[config.mk]
export PLATFORM = sky130hd
export DESIGN_NAME = lif_timestep_scheduler
export DESIGN_NICKNAME = d
export VERILOG_FILES = /design/src/rtl/lif_timestep_scheduler.sv
export SDC_FILE = /design/constraint.sdc
export NUM_CORES = 2
export LEC_CHECK = 0
export CELL_PAD_IN_SITES_DETAIL_PLACEMENT = 1
export CELL_PAD_IN_SITES_GLOBAL_PLACEMENT = 2
export CORE_UTILIZATION = 40
export DETAILED_ROUTE_END_ITERATION = 10
export DONT_BUFFER_PORTS = 1
export PLACE_DENSITY_LB_ADDON = 0.1
export SETUP_SLACK_MARGIN = 0.5
export SYNTH_ARGS = -nofsm -noshare
export SYNTH_HDL_FRONTEND = slang
export SYNTH_SLANG_ARGS = --single-unit
[constraint.sdc]
create_clock -name clk -period 17.5 [get_ports clk]
set_input_delay 2.625 -clock clk [delete_from_list [all_inputs] [get_ports clk]]
set_output_delay 2.625 -clock clk [all_outputs]
set_load 0.02 [all_outputs]
[src/rtl/lif_timestep_scheduler.sv]
// Time-multiplexed LIF controller: buffers synaptic events into per-neuron
// accumulators, then sweeps every neuron through one shared
// leak/integrate/fire datapath per timestep and emits spikes over valid/ready.

package neuron_pkg;
    localparam int MEMBRANE_WIDTH = 16;
    localparam int WEIGHT_WIDTH   = 8;
    localparam int LEAK_WIDTH     = 8;
    typedef logic [MEMBRANE_WIDTH-1:0] membrane_t;
    localparam membrane_t THRESHOLD = 16'h1000;
    localparam membrane_t RESET_VAL = 16'h0000;
endpackage

module lif_timestep_scheduler
    import neuron_pkg::*;
#(
    parameter int NUM_NEURONS = 16,
    parameter int IDX_W       = $clog2(NUM_NEURONS)
) (
    input  logic                      clk,
    input  logic                      rst_n,
    input  logic                      step_start,
    input  logic [LEAK_WIDTH-1:0]     leak_factor,
    input  logic                      in_valid,
    output logic                      in_ready,
    input  logic [IDX_W-1:0]          in_idx,
    input  logic [WEIGHT_WIDTH-1:0]   in_weight,
    output logic                      spike_valid,
    input  logic                      spike_ready,
    output logic [IDX_W-1:0]          spike_idx,
    output logic                      step_busy,
    output logic                      step_done,
    input  logic [IDX_W-1:0]          dbg_idx,
    output logic [MEMBRANE_WIDTH-1:0] dbg_membrane
);

    localparam int PW = MEMBRANE_WIDTH + LEAK_WIDTH;
    localparam int SW = MEMBRANE_WIDTH + 1;

    typedef enum logic [1:0] {IDLE, SWEEP, EMIT, DONE} state_t;

    state_t                 state_q, state_d;
    membrane_t              membrane [NUM_NEURONS];
    membrane_t              acc      [NUM_NEURONS];
    logic [IDX_W-1:0]       cur_idx;
    logic [LEAK_WIDTH-1:0]  leak_q;

    membrane_t              v_cur, a_cur, leak_amt, v_leaked, v_int, acc_new;
    logic [PW-1:0]          leak_prod;
    logic [SW-1:0]          int_sum, acc_sum;
    logic                   fire, last_idx, ev_accept;

    // Shared leak/integrate/fire datapath, event saturation and debug read
    always_comb begin
        v_cur     = membrane[cur_idx];
        a_cur     = acc[cur_idx];
        leak_prod = PW'(v_cur) * PW'(leak_q);
        leak_amt  = leak_prod[PW-1:LEAK_WIDTH];
        v_leaked  = v_cur - leak_amt;
        int_sum   = SW'(v_leaked) + SW'(a_cur);
        v_int     = int_sum[MEMBRANE_WIDTH] ? '1 : int_sum[MEMBRANE_WIDTH-1:0];
        fire      = (v_int >= THRESHOLD);
        last_idx  = (cur_idx == IDX_W'(NUM_NEURONS - 1));
        ev_accept = in_valid && (state_q == IDLE) && (32'(in_idx) < NUM_NEURONS);
        acc_sum   = SW'(acc[in_idx]) + SW'(in_weight);
        acc_new   = acc_sum[MEMBRANE_WIDTH] ? '1 : acc_sum[MEMBRANE_WIDTH-1:0];
        dbg_membrane = (32'(dbg_idx) < NUM_NEURONS) ? membrane[dbg_idx] : '0;
    end

    // FSM state register
    always_ff @(posedge clk or negedge rst_n) begin
        if (!rst_n) state_q <= IDLE;
        else        state_q <= state_d;
    end

    // Next-state and status outputs
    always_comb begin
        state_d   = state_q;
        in_ready  = 1'b0;
        step_busy = 1'b0;
        step_done = 1'b0;
        case (state_q)
            IDLE: begin
                in_ready = 1'b1;
                if (step_start) state_d = SWEEP;
            end
            SWEEP: begin
                step_busy = 1'b1;
                if (fire)          state_d = EMIT;
                else if (last_idx) state_d = DONE;
            end
            EMIT: begin
                step_busy = 1'b1;
                if (spike_ready) state_d = last_idx ? DONE : SWEEP;
            end
            DONE: begin
                step_busy = 1'b1;
                step_done = 1'b1;
                state_d   = IDLE;
            end
            default: state_d = IDLE;
        endcase
    end

    // Neuron state, sweep index, latched leak and spike output register
    always_ff @(posedge clk or negedge rst_n) begin
        if (!rst_n) begin
            for (int unsigned i = 0; i < NUM_NEURONS; i++) begin
                membrane[i] <= '0;
                acc[i]      <= '0;
            end
            cur_idx     <= '0;
            leak_q      <= '0;
            spike_valid <= 1'b0;
            spike_idx   <= '0;
        end else begin
            case (state_q)
                IDLE: begin
                    if (ev_accept) acc[in_idx] <= acc_new;
                    if (step_start) begin
                        leak_q  <= leak_factor;
                        cur_idx <= '0;
                    end
                end
                SWEEP: begin
                    acc[cur_idx] <= '0;
                    if (fire) begin
                        membrane[cur_idx] <= RESET_VAL;
                        spike_valid       <= 1'b1;
                        spike_idx         <= cur_idx;
                    end else begin
                        membrane[cur_idx] <= v_int;
                        if (!last_idx) cur_idx <= cur_idx + IDX_W'(1);
                    end
                end
                EMIT: begin
                    if (spike_ready) begin
                        spike_valid <= 1'b0;
                        if (!last_idx) cur_idx <= cur_idx + IDX_W'(1);
                    end
                end
                default: ;
            endcase
        end
    end

endmodule

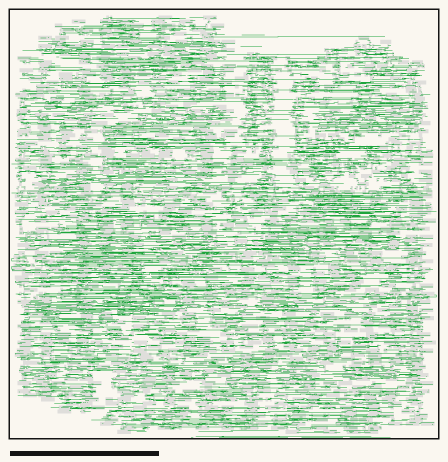
Figure 1: the metal 1 layer.
Bar = 100 um. Cells faint in the background.
- wire length on this layer: 46.8 mm
- longest straight run: 117 um
number of vias after detailed routing: 23180
wirelength, routed: 112100 um
met1 Use GR: 36.40%

==> results.txt <==
Flow results follow.

The flow ran to the end, but the final reports show violations. The checks that failed: max-slew violations. The final-report hold violation count is 0. IR analysis of the VDD net gives a maximum drop of 123.7 uV.

The share of synthesized area occupied by flip-flops and latches is 41.02%. For this run, the leading register cell type out of synthesis is sky130_fd_sc_hd__dfrtp_1. The share of the clock period used by the worst path after layout is about 70%.

The slew at the pin closest to its max-slew limit is slightly above 2 ns. The cell family with the largest share of critical-path delay is simple AND/OR/NAND/NOR gates. The first global-routing pass estimated 170500 um of wire. The stat command in Yosys gives a chip area of 32390 um^2. Along the worst path, the maximum fanout reaches 56. From bottom edge to top edge, the die measures about 290 um. The tree is rooted in a sky130_fd_sc_hd__clkbuf_16. The antenna violation net count after detailed routing is 0. Hold repair after CTS inserted 0 buffers. Counting the buffers created by CTS gives 61. The via count of the first global-routing pass is 25410.

The part of the total power dissipated in sequential elements is 27.6%. The reported clock group power is 1360 uW. The final timing report counts setup violations totalling 0.

The final critical path time including I/O delays and setup is roughly 13 ns. Power attributed to combinational cells is 3230 uW. The sequential-cell power consumption is 1750 uW.

The setup TNS is 0 ns. The dominant logic cell type in the layout is sky130_fd_sc_hd__dfrtp_1. Overall routing resource usage recorded by global route was between 20 and 30%. According to the report, the first pass of detailed routing completed in 5 iterations. The max capacitance violation total is 0. For reference, the final report shows the max-slew violation count at 328.

The number of flops mapped to enable cells by yosys is 0. Leaving out fill and tap cells, the most frequent cells in the layout are sky130_fd_sc_hd__dfrtp_1, sky130_fd_sc_hd__nand2_1, sky130_fd_sc_hd__o21ai_0. Clock latency on the worst-skew pair, taken at its later pin, is roughly 0.66 ns. The flow measured a signed area growth from synthesis to layout of 9.159%. Global route summary, busiest routing layer listed as met2. The placement report lists the number of port buffers as 0.

The timing report gives the biggest stage delay along the critical path as 0.92 ns. For this run, global-route usage on met3 was measured as 3.879%. The post-layout utilization of the core is about 44%. The H-tree depth is 2. The most critical min-delay path falls under reg2reg. The leakage power in the latest report is 0.01526 uW.
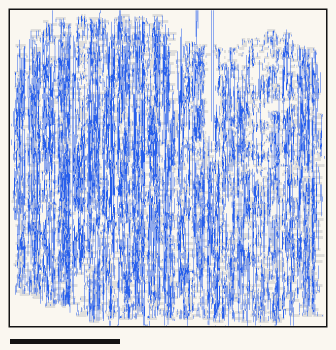
Figure 2: M2 wires.
Bar = 100 um. Cells faint in the background.
- main direction: vertical
- nets with wire on the layer: 2519
- share of all routed wire: 51%
met2 track utilization from global routing: 49.03%

-- layout make-up --
| cell class | instances | area, um^2 | area share [%] |
|---|---|---|---|
| tap | 1050 | 1314 | 3.716 |
| clock inverter | 24 | 286.5 | 0.8104 |
| sequential | 531 | 13300 | 37.62 |
| timing repair buffer | 43 | 322.8 | 0.9130 |
| inverter | 104 | 390.4 | 1.104 |
| antenna | 2 | 5.005 | 0.01416 |
| clock buffer | 88 | 1849 | 5.230 |
| multi-input combinational | 2015 | 17890 | 50.59 |
-- routing by layer --
layer | share of wire (%) | vias up | wire length [um]
met4 | 2.6 | 2 | 2966
met1 | 42 | 12460 | 46820
met3 | 4.6 | 183 | 5131
li1 | - | 10020 | -
met2 | 51 | 516 | 57160
met5 | 0.017 | - | 19
-- synth_stat cells, types with 3 or more instances --
cell	count
sky130_fd_sc_hd__o21ai_1	3
sky130_fd_sc_hd__nor2_2	9
sky130_fd_sc_hd__nor2_1	67
sky130_fd_sc_hd__a211oi_1	6
sky130_fd_sc_hd__a2111oi_0	3
sky130_fd_sc_hd__and2_1	164
sky130_fd_sc_hd__buf_1	19
sky130_fd_sc_hd__nand4_1	7
sky130_fd_sc_hd__mux4_2	314
sky130_fd_sc_hd__clkbuf_2	9
sky130_fd_sc_hd__inv_1	104
sky130_fd_sc_hd__or2_2	8
sky130_fd_sc_hd__buf_2	16
sky130_fd_sc_hd__nand3_1	27
sky130_fd_sc_hd__a21oi_1	37
sky130_fd_sc_hd__o21bai_1	5
sky130_fd_sc_hd__clkbuf_1	156
sky130_fd_sc_hd__and3_1	6
sky130_fd_sc_hd__o211ai_1	3
sky130_fd_sc_hd__nand2b_1	17
sky130_fd_sc_hd__mux2i_1	13
sky130_fd_sc_hd__buf_6	3
sky130_fd_sc_hd__dfrtp_1	531
sky130_fd_sc_hd__nand2_1	491
sky130_fd_sc_hd__nor2b_1	21
sky130_fd_sc_hd__a22o_1	49
sky130_fd_sc_hd__ha_1	88
sky130_fd_sc_hd__nor3_1	13
sky130_fd_sc_hd__or3_1	7
sky130_fd_sc_hd__o21a_1	12
sky130_fd_sc_hd__xor2_1	12
sky130_fd_sc_hd__o22ai_1	3
sky130_fd_sc_hd__fa_1	86
sky130_fd_sc_hd__xnor2_1	32
sky130_fd_sc_hd__a21o_1	13
sky130_fd_sc_hd__mux2_2	16
sky130_fd_sc_hd__o21ai_0	454
-- metrics by stage --
step / area [um^2] / cells
floorplan: 32390 / 2855
global placement: 33210 / 3743
detailed placement: 33210 / 3743
CTS: 35350 / 3855
global route: 35350 / 3855
finish: 35360 / 3857
-- logic make-up (layout without fill, tap and decap cells) --
logic type	Yosys count	in the layout	synth area share, %
mux	343	343	22.79
other cells	0	2	0
fa+ha+maj	174	174	8.715
xor+xnor	44	44	1.190
buf+inv	309	259	3.770
compound gates	606	606	10.48
flops	531	531	41.02
simple gates	848	848	12.03
-- worst paths after layout --
path / to / cells past startpoint / startpoint
max: cur_idx[1] / 42 / cur_idx[1]
min: acc[89] / 2 / acc[89]
max reg2reg: cur_idx[1] / 42 / cur_idx[1]
min reg2reg: acc[89] / 2 / acc[89]
max in group asynchronous: cur_idx[0] / 0 / rst_n
min in group asynchronous: membrane[190] / 0 / rst_n
No activity file was given, so power comes from the tool's default toggle rates.
